==> config.mk <==
export PLATFORM = sky130hd
export DESIGN_NAME = ifu_fetch_unit_flat
export DESIGN_NICKNAME = d
export VERILOG_FILES = /design/src/rtl/ifu_fetch_unit_if.sv /design/src/rtl/ifu_fetch_unit.sv /design/src/flat_wrapper.sv
export SDC_FILE = /design/constraint.sdc
export NUM_CORES = 1
export LEC_CHECK = 0
export ABC_AREA = 1
export CAP_MARGIN = 10
export CORE_MARGIN = 2
export CORE_UTILIZATION = 40
export CTS_CLUSTER_SIZE = 28
export DETAILED_ROUTE_END_ITERATION = 12
export GPL_TIMING_DRIVEN = 1
export PLACE_DENSITY_LB_ADDON = 0.2
export SLEW_MARGIN = 15
export SYNTH_ARGS = -nofsm -noshare
export SYNTH_HDL_FRONTEND = slang
export SYNTH_SLANG_ARGS = --single-unit
==> constraint.sdc <==
create_clock -name clk -period 10.3 [get_ports clk]
set_input_delay 3.09 -clock clk [delete_from_list [all_inputs] [get_ports clk]]
set_output_delay 3.09 -clock clk [all_outputs]
set_load 0.1 [all_outputs]
==> src/rtl/ifu_fetch_unit_if.sv <==
// rtl/ifu_fetch_unit_if.sv - instruction-memory and decoder handshakes of the fetch unit
interface ifu_fetch_unit_if;
   logic        imem_req_valid;
   logic        imem_req_ready;
   logic [31:0] imem_req_addr;
   logic        imem_rsp_valid;
   logic [31:0] imem_rsp_data;
   logic        inst_valid;
   logic        inst_ready;
   logic [31:0] inst_out;
   logic [31:0] inst_pc;

   modport master (
      output imem_req_valid, imem_req_addr,
      input  imem_req_ready, imem_rsp_valid, imem_rsp_data,
      output inst_valid, inst_out, inst_pc,
      input  inst_ready
   );

   modport slave (
      input  imem_req_valid, imem_req_addr,
      output imem_req_ready, imem_rsp_valid, imem_rsp_data,
      input  inst_valid, inst_out, inst_pc,
      output inst_ready
   );
endinterface

==> src/rtl/ifu_fetch_unit.sv <==
// rtl/ifu_fetch_unit.sv - fetch stage: PC, single-outstanding imem reads, {pc,instr} FIFO
// Optional feature macro: ALIGN_CHECK_EN (misaligned redirect flag and fetch block).
module ifu_fetch_unit #(
   parameter logic [31:0] RESET_PC   = 32'h0000_3000,
   parameter int          FIFO_DEPTH = 2
) (
   input  logic             clk,
   input  logic             rst_n,
   input  logic [31:0]      npc,
   input  logic             npc_load,
   ifu_fetch_unit_if.master bus
`ifdef ALIGN_CHECK_EN
   ,
   output logic             fetch_misalign
`endif
);
   localparam int PW = $clog2(FIFO_DEPTH);
   localparam int CW = PW + 1;
   localparam logic [CW-1:0] DEPTH_C = CW'(FIFO_DEPTH);

   typedef enum logic [1:0] {S_REQ, S_WAIT, S_DROP} state_t;

   state_t        state, state_nxt;
   logic [31:0]   pc, req_addr;
   logic [CW-1:0] count;
   logic [PW-1:0] rd_ptr, wr_ptr;
   logic [31:0]   fifo_pc    [FIFO_DEPTH];
   logic [31:0]   fifo_instr [FIFO_DEPTH];
   logic          hs, pop, push, blocked;
   logic [31:0]   npc_aligned;

   assign npc_aligned = npc & 32'hFFFF_FFFC;

`ifdef ALIGN_CHECK_EN
   logic misalign_q;

   always_ff @(posedge clk or negedge rst_n) begin
      if (!rst_n) begin
         misalign_q <= 1'b0;
      end else if (npc_load) begin
         misalign_q <= |npc[1:0];
      end
   end

   assign blocked        = misalign_q;
   assign fetch_misalign = misalign_q;
`else
   assign blocked = 1'b0;
`endif

   // Outputs are forced low while reset is asserted, not just after the first edge.
   assign bus.imem_req_valid = rst_n && (state == S_REQ) && (count < DEPTH_C) && !blocked;
   assign bus.imem_req_addr  = rst_n ? pc : 32'h0;
   assign bus.inst_valid     = (count != '0);
   assign bus.inst_out       = bus.inst_valid ? fifo_instr[rd_ptr] : 32'h0;
   assign bus.inst_pc        = bus.inst_valid ? fifo_pc[rd_ptr]    : 32'h0;

   assign hs  = bus.imem_req_valid && bus.imem_req_ready;
   assign pop = bus.inst_valid && bus.inst_ready;

   always_comb begin
      state_nxt = state;
      push      = 1'b0;
      case (state)
         S_REQ: begin
            if (npc_load) begin
               state_nxt = hs ? S_DROP : S_REQ;
            end else if (hs) begin
               state_nxt = S_WAIT;
            end
         end
         S_WAIT: begin
            if (bus.imem_rsp_valid) begin
               state_nxt = S_REQ;
               push      = !npc_load;
            end else if (npc_load) begin
               state_nxt = S_DROP;
            end
         end
         S_DROP: begin
            if (bus.imem_rsp_valid) begin
               state_nxt = S_REQ;
            end
         end
         default: state_nxt = S_REQ;
      endcase
   end

   always_ff @(posedge clk or negedge rst_n) begin
      if (!rst_n) begin
         state    <= S_REQ;
         pc       <= RESET_PC;
         req_addr <= 32'h0;
         count    <= '0;
         rd_ptr   <= '0;
         wr_ptr   <= '0;
      end else begin
         state <= state_nxt;
         if (npc_load) begin
            pc <= npc_aligned;
         end else if (hs) begin
            pc <= pc + 32'd4;
         end
         if (hs) begin
            req_addr <= pc;
         end
         // A redirect flushes everything, including a same-cycle pop or push.
         if (npc_load) begin
            count  <= '0;
            rd_ptr <= '0;
            wr_ptr <= '0;
         end else begin
            if (push) wr_ptr <= wr_ptr + 1'b1;
            if (pop)  rd_ptr <= rd_ptr + 1'b1;
            count <= count + CW'(push) - CW'(pop);
         end
      end
   end

   always_ff @(posedge clk) begin
      if (push) begin
         fifo_pc[wr_ptr]    <= req_addr;
         fifo_instr[wr_ptr] <= bus.imem_rsp_data;
      end
   end
endmodule

==> src/flat_wrapper.sv <==
// flat-port wrapper written by rule: the top's interface ports become plain ports
module ifu_fetch_unit_flat 
#(
   parameter logic [31:0] RESET_PC   = 32'h0000_3000,
   parameter int          FIFO_DEPTH = 2
)
  (clk, rst_n, npc, npc_load, bus_imem_req_valid, bus_imem_req_addr, bus_imem_req_ready, bus_imem_rsp_valid, bus_imem_rsp_data, bus_inst_valid, bus_inst_out, bus_inst_pc, bus_inst_ready);
  ifu_fetch_unit_if bus_i ();
  input  logic clk;
  input  logic rst_n;
  input  logic [31:0] npc;
  input  logic npc_load;
  output wire logic [$bits(bus_i.imem_req_valid)-1:0] bus_imem_req_valid;
  output wire logic [$bits(bus_i.imem_req_addr)-1:0] bus_imem_req_addr;
  input wire logic [$bits(bus_i.imem_req_ready)-1:0] bus_imem_req_ready;
  input wire logic [$bits(bus_i.imem_rsp_valid)-1:0] bus_imem_rsp_valid;
  input wire logic [$bits(bus_i.imem_rsp_data)-1:0] bus_imem_rsp_data;
  output wire logic [$bits(bus_i.inst_valid)-1:0] bus_inst_valid;
  output wire logic [$bits(bus_i.inst_out)-1:0] bus_inst_out;
  output wire logic [$bits(bus_i.inst_pc)-1:0] bus_inst_pc;
  input wire logic [$bits(bus_i.inst_ready)-1:0] bus_inst_ready;
  assign bus_imem_req_valid = bus_i.imem_req_valid;
  assign bus_imem_req_addr = bus_i.imem_req_addr;
  assign bus_i.imem_req_ready = bus_imem_req_ready;
  assign bus_i.imem_rsp_valid = bus_imem_rsp_valid;
  assign bus_i.imem_rsp_data = bus_imem_rsp_data;
  assign bus_inst_valid = bus_i.inst_valid;
  assign bus_inst_out = bus_i.inst_out;
  assign bus_inst_pc = bus_i.inst_pc;
  assign bus_i.inst_ready = bus_inst_ready;
  ifu_fetch_unit #(.RESET_PC(RESET_PC), .FIFO_DEPTH(FIFO_DEPTH)) u_core (.clk(clk), .rst_n(rst_n), .npc(npc), .npc_load(npc_load), .bus(bus_i));
endmodule
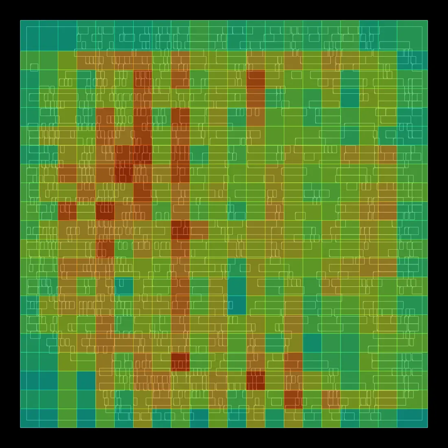
*Routing congestion map, run 1*
global routing's busiest layer: met2
Util after Layout: 52.1%

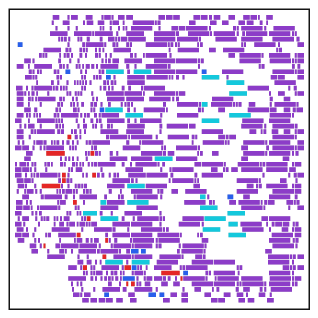
*Sizing map, run 1*
Scale: 2 px per micron.
legend:
  x2:
    color: red
    cells: 19
  x1 and smaller:
    color: purple
    cells: 1001
  x6 and larger:
    color: cyan
    cells: 25
  x3 and x4:
    color: blue
    cells: 14

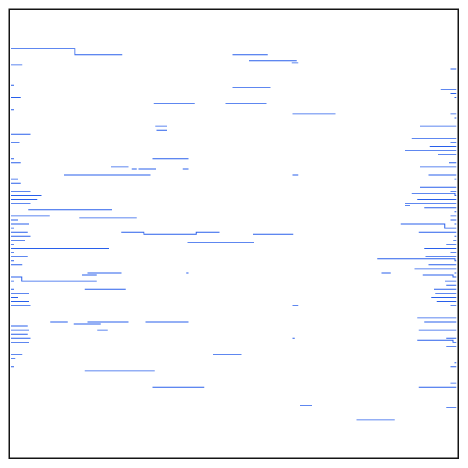
*Metal 3, run 1*
Scale: 3 px per micron.
wire length on this layer: 1060 microns
nets with wire on the layer: 121

## run 1: registers in the layout, indices dropped and copies added (netlist names)
register           count
u_core.wr_ptr          1
u_core.fifo_instr     64
u_core.state           2
u_core.req_addr       30
u_core.pc             30
u_core.rd_ptr          1
u_core.fifo_pc        60
u_core.count           2
## run 1: power groups by stage
stage | registers (uW) | clock network (uW) | logic, uW
2_1_floorplan | 1010 | 0 | 1060
3_3_place_gp | 1040 | 0 | 1370
3_5_place_dp | 1040 | 0 | 1380
4_1_cts | 1030 | 679 | 1390
5_1_grt | 1040 | 711 | 1450
6_report | 1030 | 664 | 1370
## run 1: layout by cell type (no fill, tap or decap), types with 4 or more instances in the layout
cell type,synthesis,layout
edfxtp_1,124,124
clkbuf_16,0,17
a21oi_1,64,64
dfrtp_1,64,63
o211ai_1,4,4
xor2_1,7,7
nor2_1,38,36
inv_1,93,93
nand2_1,329,329
clkdlybuf4s50_1,0,160
conb_1,1,4
o21ai_0,51,51
nor2_2,8,8
nand3_1,47,47
buf_4,7,7
## run 1: per-stage QoR
| stage | hold slack [ns] | util, % |
|---|---|---|
| floorplan | 0.442 | - |
| global placement | 0.451 | 49.2 |
| detailed placement | 0.454 | 49.2 |
| CTS | 0.470 | 52.1 |
| global route | 0.493 | 52.1 |
| finish | 0.472 | 52.1 |
## run 1: cell type report
cell class | count | area [sq um]
well taps | 275 | 344
clock buffers | 19 | 443
flip-flops and latches | 190 | 5380
multi-input cells | 574 | 2550
fillers | 1938 | 10000
clock inverters | 13 | 160
inverters | 96 | 360
repair buffers | 167 | 1650
## run 1: worst reg2reg max path: stages (launching register included)
cell and delay [ns]:
dfrtp_1 0.41, nor2_1 0.24, nand3_4 0.52, nand2_2 0.59, inv_2 0.23, nand2_1 0.10
o211ai_1 0.09
## run 1: kinds of logic (layout without fill, tap and decap cells)
kind of cell | Yosys count | count (layout) | share of synthesized area, %
simple gates | 435 | 435 | 20.9
flops | 190 | 190 | 63.8
buf+inv | 136 | 295 | 6.41
compound gates | 123 | 123 | 7.48
xor+xnor | 9 | 9 | 0.935
fa+ha+maj | 3 | 3 | 0.445
other cells | 1 | 4 | 0.0445
## run 1: worst paths after layout
kind,endpoint
setup / recovery,bus_imem_req_valid
hold / removal,u_core.fifo_pc[0][7]
setup reg to reg,u_core.pc[4]
hold reg to reg,u_core.fifo_pc[0][7]
max in group asynchronous,u_core.rd_ptr
min in group asynchronous,u_core.pc[27]
## run 1: metal layers
layer  vias to the layer above  GRT usage (%)  routed length (microns)
li1                       3198              -                        -
met1                      2901           24.1                     9060
met2                       170           28.4                     8810
met3                        14           3.24                     1060
met4                         0           5.14                      228
met5                         -              0                        0
==> out/highlights.md, run 1 <==
* cell-internal power: 1620 uW
* vias in the first global route: 5819
* Data arrival, critical path: 5.20 ns
* total power after layout: 3060 uW
* critical path depth in cells: 4
* Largest stage delay, worst path: 1.18 ns
* fraction of layout instances using a drive strength above 1: 5.48%
* number of placed I/O pins: 168
* minimum clock period: 8.29 ns
* area growth from synthesis to final layout: 29.1%
* average routed wire per standard cell: 14.4 microns
* Yosys warnings: 0
* VDD IR-drop max: 159 uV
* fraction of power spent switching nets: 47.1%
* switching pwr: 1440 uW
* count of library flops with an enable pin: 124
* HPWL after DPL: 12300 microns
* worst clock skew: 0.00895 ns
* overall chip area: 22300 sq um
* slowest stage cell, crit path: clkdlybuf4s50_1
* vertical die dimension: 149 microns
* maximum number of pins on one net before global-route repair: 67
* launching instance or port of the critical path: rst_n
* nature of the critical path endpoint: primary output
* clock transition at the register clock pins on the worst setup and hold paths after CTS: 0.06 ns
* async set-or-reset flop fraction in the synthesized netlist: 34.7%
* DP Cell Count: 1302
* synthesized instance count: 897
* critical path start-end classification: in -> out
* drt drc: 0
* sequential-to-total area share from yosys stat: 63.8%
* Setup Viol. Count Final: 0
* number of hold-repair buffers added at the cts stage: 0
* number of maximum-capacitance violations: 0
* Netlist Area Pre-Place: 8430 sq um
* setup repair after global routing missed its margin: no
* CP required: 7.21 ns
* source-to-sink clock delay at the later pin of the worst-skew pair: 0.42 ns
* vias per cell: 4.71
* via count: 6283
* outcome: finished clean
* relative contribution of combinational cells to total power: 44.8%
* level count of the clock H-tree: 4
* proportion of power drawn by the clock network: 21.7%
* width of the chip: 149 microns
* iteration tally of the first detailed-router pass: 5
* hold crit path type: reg -> reg
* synthesized area divided by synthesized cell count: 9.40 sq um
* Clock Tree Buf Depth: 2
* Slew Viols, Final: 0
* Final nets: 1119
* minimum setup slack in the final design: 2.01 ns
* most common library cells after synthesis: 329 x nand2_1, 124 x edfxtp_1, 93 x inv_1
* Area contributors post-synth: edfxtp_1 44%, dfrtp_1 19%, nand2_1 15%
* total non-filler cell area in the finished layout: 10900 sq um
* last weighted congestion value of the routability-driven placer: 0.846
* Yosys Instances: 897
* r2r setup slk: 8.00 ns
* wire length reported by the detailed router: 19100 microns
* total setup buffers inserted after CTS: 0
* initial DRC count: 291
* power per unit of standard cell area: 281 nW/um^2
* # port buffers: 161
* slew of the pin with the lowest slew margin: 1.14 ns
* final sum of negative setup slack: 0 ns
* area reported by Yosys stat: 8430 sq um
* Core Footprint: 20900 sq um
* number of antenna-violating nets in the routed design: 0
* number of warnings in the stage logs: 28
* library cell used as clock root buffer: clkbuf_16
==> run 2: changes to the inputs <==
Clock period 10.3 ns to 6.9 ns, I/O delays scaled along.
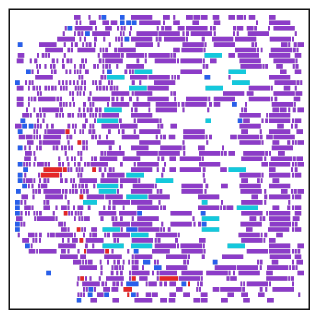
*Sizing map, run 2*
Scale: 2 px per micron.
legend:
  x2:
    color: red
    cells: 18
  x6 and larger:
    color: cyan
    cells: 26
  x3 and x4:
    color: blue
    cells: 48
  x1 and smaller:
    color: purple
    cells: 969

==> run 2 against run 1 <==
Clock power increased by 64%. Sequential power up about 50%. Flip-flop count stayed put. Total power up 52%. Combinational power rose by 49%. Sequential share of layout area is 0.057 points lower. Final area grew 0.11%. Via count down 1.8%. Critical path type unchanged.
==> out/highlights.md, run 2 <==
* worst clock skew: 0.00996 ns, +0.00101 ns
* most frequent logic cells in the routed design: 329 x nand2_1, 129 x clkdlybuf4s50_1, 124 x edfxtp_1
* Slew Viols, Final: 0, unchanged
* outcome: finished clean
* drt drc: 0, unchanged
* CP required: 4.83 ns, -2.38 ns
* slew of the pin with the lowest slew margin: 1.09 ns, -0.0441 ns
* Setup Viol. Count Final: 0, unchanged
* fraction of layout instances using a drive strength above 1: 8.67%, +3.2 points
* average routed wire per standard cell: 14.2 microns, -0.85%
* number of placed I/O pins: 168, unchanged
* Largest stage delay, worst path: 0.53 ns, -0.65 ns
* met3 track demand over resource: 3.91%, +0.67 points
* DP Cell Count: 1304, +0.15%
* critical register-to-register path endpoint: u_core.count[1]
* Commonest Layout Cell: nand2_1
* Data arrival, critical path: 3.29 ns, -1.91 ns
* wire length reported by the detailed router: 19000 microns, -0.70%
* GR Layer Usage met2: 27.9%, -0.44 points
* vias per cell: 4.62, -1.9%
* Core Footprint: 20900 sq um, unchanged
* r2r setup slk: 4.32 ns, -3.68 ns
* critical path depth in cells: 4, unchanged
* vias in the first global route: 5779, -0.69%
* global routing's busiest layer: met2
* number of antenna-violating nets in the routed design: 0, unchanged
* source-to-sink clock delay at the later pin of the worst-skew pair: 0.42 ns, about the same
* area reported by Yosys stat: 8430 sq um, unchanged
* number of maximum-capacitance violations: 0, unchanged
* synthesized instance count: 897, unchanged
* HPWL after DPL: 12600 microns, +2.4%
* clock transition at the register clock pins on the worst setup and hold paths after CTS: 0.06 ns, about the same
* area growth from synthesis to final layout: 29.2%
* minimum setup slack in the final design: 1.54 ns, -0.474 ns
* total power after layout: 4670 uW, +52%
* Yosys warnings: 0, unchanged
* GR Layer Usage met1: 24.4%, +0.33 points
* Netlist Area Pre-Place: 8430 sq um, unchanged
* final sum of negative setup slack: 0 ns, unchanged
* slowest stage cell, crit path: buf_4
* maximum number of pins on one net before global-route repair: 65, -3.0%
* synthesized area divided by synthesized cell count: 9.40 sq um, unchanged
* total non-filler cell area in the finished layout: 10900 sq um, +0.11%
* width of the chip: 149 microns, unchanged
* iteration tally of the first detailed-router pass: 5, unchanged
* # port buffers: 161, unchanged
* power per unit of standard cell area: 428 nW/um^2, +52%
* Clock Tree Buf Depth: 2, unchanged
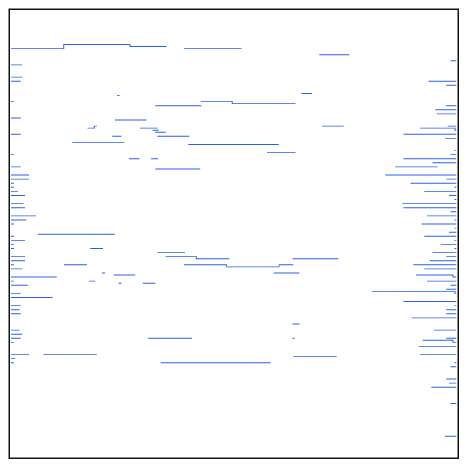
*Metal 3, run 2*
Scale: 3 px per micron.
nets with wire on the layer: 128
wire length on this layer: 1060 microns
main direction: horizontal
longest straight run: 36.3 microns

## run 2: cell counts after synthesis
No cell type changed its count.
## run 2: area by class of cell
| cell class | instances | area [sq um] |
|---|---|---|
| Inverter | 96 | 360 |
| Sequential cell | 190 | 5380 |
| Timing Repair Buffer | 169 | 1590 |
| Clock buffer | 18 | 429 |
| Tap cell | 275 | 344 |
| Clock inverter | 14 | 236 |
| Fill cell | 1955 | 9990 |
| Multi-Input combinational cell | 574 | 2560 |
## run 2: power breakdown
part	leakage [uW]	switching [uW]	internal, uW
sequential	0.00194	133	1400
clock	0.000312	412	680
combinational	0.00231	1610	430
total	0.00456	2160	2510
## run 2: logic make-up (layout without fill, tap and decap cells)
family | count (synthesis) | count (layout) | synth area share (%)
xor+xnor | 9 | 9 | 0.935
compound gates | 123 | 123 | 7.48
other cells | 1 | 4 | 0.0445
fa+ha+maj | 3 | 3 | 0.445
simple gates | 435 | 435 | 20.9
flops | 190 | 190 | 63.8
buf+inv | 136 | 297 | 6.41
## run 2: routing by layer
metal / share of wire (%) / up-vias
li1: - / 3203
met1: 47 / 2780
met2: 46 / 173
met3: 5.6 / 17
met4: 1.3 / 0
met5: 0 / -
## run 2: metrics by stage
step,hold WS (ns),util [%]
6_report,0.475,52.2
5_1_grt,0.490,52.2
4_1_cts,0.476,52.2
3_5_place_dp,0.460,49.0
3_3_place_gp,0.449,49.0
2_1_floorplan,0.442,-
## run 2: worst min path at each step
| stage | end | slack [ns] | cells past startpoint |
|---|---|---|---|
| 2_1_floorplan | u_core.fifo_pc[0][10] | 0.44 | 0 |
| 3_3_place_gp | u_core.fifo_pc[0][19] | 0.45 | 0 |
| 3_5_place_dp | u_core.fifo_pc[0][6] | 0.46 | 0 |
| 4_1_cts | u_core.fifo_pc[0][4] | 0.48 | 0 |
| 5_1_grt | u_core.fifo_pc[1][30] | 0.49 | 0 |
| 6_report | u_core.fifo_pc[0][6] | 0.48 | 0 |
### Placed cells, one color a class, run 2

Scale: 2 px per micron. Fill, decap, tap and diode cells in gray.
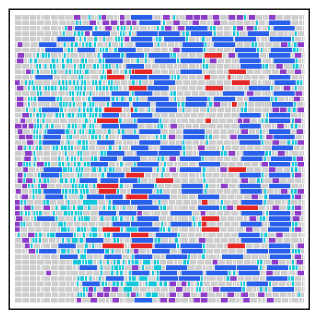

==> run 3: changes to the inputs <==
Clock period 6.9 ns to 5.1 ns, I/O delays scaled along.
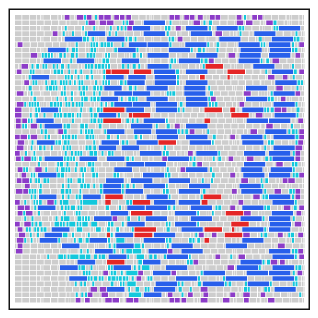
*Placed cells, one color a class, run 3*
Scale: 2 px per micron. Fill, decap, tap and diode cells in gray.
legend:
  sequential cells:
    color: blue
    cells: 190
    share_of_their_area: 52%
  clock drivers and dummy loads:
    color: red
    cells: 32
    share_of_their_area: 5.9%
  remaining buffers and delay cells:
    color: purple
    cells: 172
    share_of_their_area: 14%
  remaining logic cells:
    color: cyan
    cells: 670
    share_of_their_area: 28%

==> run 3 against run 2 <==
Via count up 0.39%. Clock-buffer cell count increased by 2. Clock skew shrank 0.0016 ns. Register-to-register slack lost 1.6 ns. Critical path depth unchanged. Utilization decreased by 0.88 points. Final area down 1.7%. Global-route usage about the same. Critical endpoint unchanged. Largest power group unchanged.
==> out/highlights.md, run 3 <==
* final sum of negative setup slack: 0 ns, unchanged
* post-synthesis share of cell area spent on xor and xnor gates: 0.935%, unchanged
* CP required: 3.57 ns, -1.26 ns
* GR Layer Usage met1: 24.3%, -0.075 points
* source-to-sink clock delay at the later pin of the worst-skew pair: 0.43 ns, about the same
* worst clock skew: 0.00841 ns, -0.00155 ns
* maximum number of pins on one net before global-route repair: 65, unchanged
* FF/Latch Area: 5380 sq um, unchanged
* met3 track demand over resource: 3.70%, -0.21 points
* post-synthesis share of cell area spent on and-or and or-and gates: 7.48%, unchanged
* Commonest Layout Cell: nand2_1
* HPWL after DPL: 12800 microns, +1.3%
* clock transition at the register clock pins on the worst setup and hold paths after CTS: 0.06 ns, about the same
* multiplexer share of the synthesized area: 0%, unchanged
* area growth from synthesis to final layout: 27.1%
* power per unit of standard cell area: 574 nW/um^2, +34%
* total non-filler cell area in the finished layout: 10700 sq um, -1.7%
* Clock Tree Buf Depth: 2, unchanged
* most frequent logic cells in the routed design: 329 x nand2_1, 124 x edfxtp_1, 105 x buf_4
* Slew Viols, Final: 0, unchanged
* synthesized instance count: 897, unchanged
* GR Layer Usage met2: 28.2%, +0.28 points
* global routing's busiest layer: met2
* Synth Area in Adders: 0.445%, unchanged
* synthesized area divided by synthesized cell count: 9.40 sq um, unchanged
* average routed wire per standard cell: 14.4 microns, +1.1%
* outcome: finished clean
* fraction of layout instances using a drive strength above 1: 14.8%, +6.2 points
* Yosys warnings: 0, unchanged
* # port buffers: 161, unchanged
* width of the chip: 149 microns, unchanged
* Final Hold Slack: 0.473 ns, -0.00187 ns
* vias per cell: 4.63, +0.16%
* slew of the pin with the lowest slew margin: 1.01 ns, -0.0834 ns
* number of antenna-violating nets in the routed design: 0, unchanged
* Data arrival, critical path: 2.53 ns, -0.76 ns
* dominant non-sequential cell family after synthesis: simple AND/OR/NAND/NOR gates
* number of placed I/O pins: 168, unchanged
* wire length reported by the detailed router: 19300 microns, +1.3%
* Core Footprint: 20900 sq um, unchanged
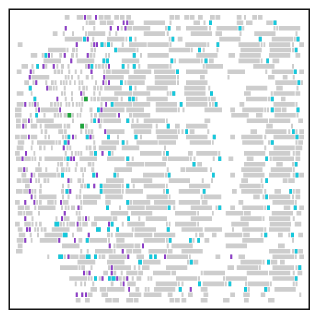
*Logic cells by family, run 3*
Scale: 2 px per micron.
legend:
  aoi and oai cells:
    color: cyan
    cells: 123
    where: all over the die
  inv cells:
    color: purple
    cells: 96
  and/or cells:
    color: green
    cells: 3

-- run 3: netlist changes by cell type in the layout (fill, tap and decap cells not counted) --
cell             delta
clkbuf_16           +1
inv_6               +1
clkdlybuf4s50_1    -62
bufinv_16           -3
buf_4              +65
clkinv_4            -1
clkinv_2            +2
clkinv_1            -2
clkinvlp_4          +1
clkbuf_1            +1
-- run 3: logic make-up after synthesis --
| family | count (synthesis) |
|---|---|
| XOR/XNOR | 9 |
| adder cells (fa/ha/maj) | 3 |
| other | 1 |
| flip-flops | 190 |
| buffers and inverters | 136 |
| AND-OR/OR-AND | 123 |
| AND/OR/NAND/NOR | 435 |
-- run 3: report_power, final --
part           internal, uW  switching [uW]  total [uW]
Combinational           524            2180        2710
Clock                   804             561        1370
Sequential             1900             183        2080
-- run 3: worst max-delay path: stages --
cell and delay (ns):
buf_4 0.34, inv_2 0.08, nor4_2 0.22, buf_4 0.33
-- run 3: cell type report --
| cell class | instances | area share, % |
|---|---|---|
| Timing Repair Buffer | 172 | 13.6 |
| Inverter | 96 | 3.36 |
| Clock inverter | 12 | 1.46 |
| Tap cell | 275 | 3.21 |
| Multi-Input combinational cell | 574 | 23.9 |
| Sequential cell | 190 | 50.2 |
| Clock buffer | 20 | 4.27 |
-- run 3: path summary, 6_finish.rpt --
path | from | end | slack (ns) | cells after the start
worst max-delay path | rst_n | bus_imem_req_valid | 1.04 | 4
worst min-delay path | u_core.req_addr[14] | u_core.fifo_pc[1][14] | 0.47 | 0
worst max register to register | u_core.count[1] | u_core.count[1] | 2.77 | 8
worst min register to register | u_core.req_addr[14] | u_core.fifo_pc[1][14] | 0.47 | 0
max in group asynchronous | rst_n | u_core.pc[12] | 3.34 | 2
min in group asynchronous | rst_n | u_core.pc[30] | 1.02 | 1
-- run 3: metrics by stage --
| step | power [uW] | utilization [%] | worst slack [ns] | std cells |
|---|---|---|---|---|
| 6_report | 6150 | 51.3 | 1.04 | 1339 |
| 5_1_grt | 6450 | 51.3 | 0.926 | 1339 |
| 2_1_floorplan | 4180 | - | 0.0455 | 900 |
| 3_5_place_dp | 4840 | 48.4 | 1.01 | 1307 |
| 4_1_cts | 6210 | 51.3 | 1.02 | 1339 |
| 3_3_place_gp | 4810 | 48.4 | 1.06 | 1307 |
-- run 3: routing by layer --
| metal | wire (microns) | vias up |
|---|---|---|
| li1 | - | 3207 |
| met1 | 9440 | 2817 |
| met2 | 8680 | 154 |
| met3 | 903 | 19 |
| met4 | 227 | 0 |
| met5 | 0 | - |
Power is estimated from default activity; no workload was simulated.
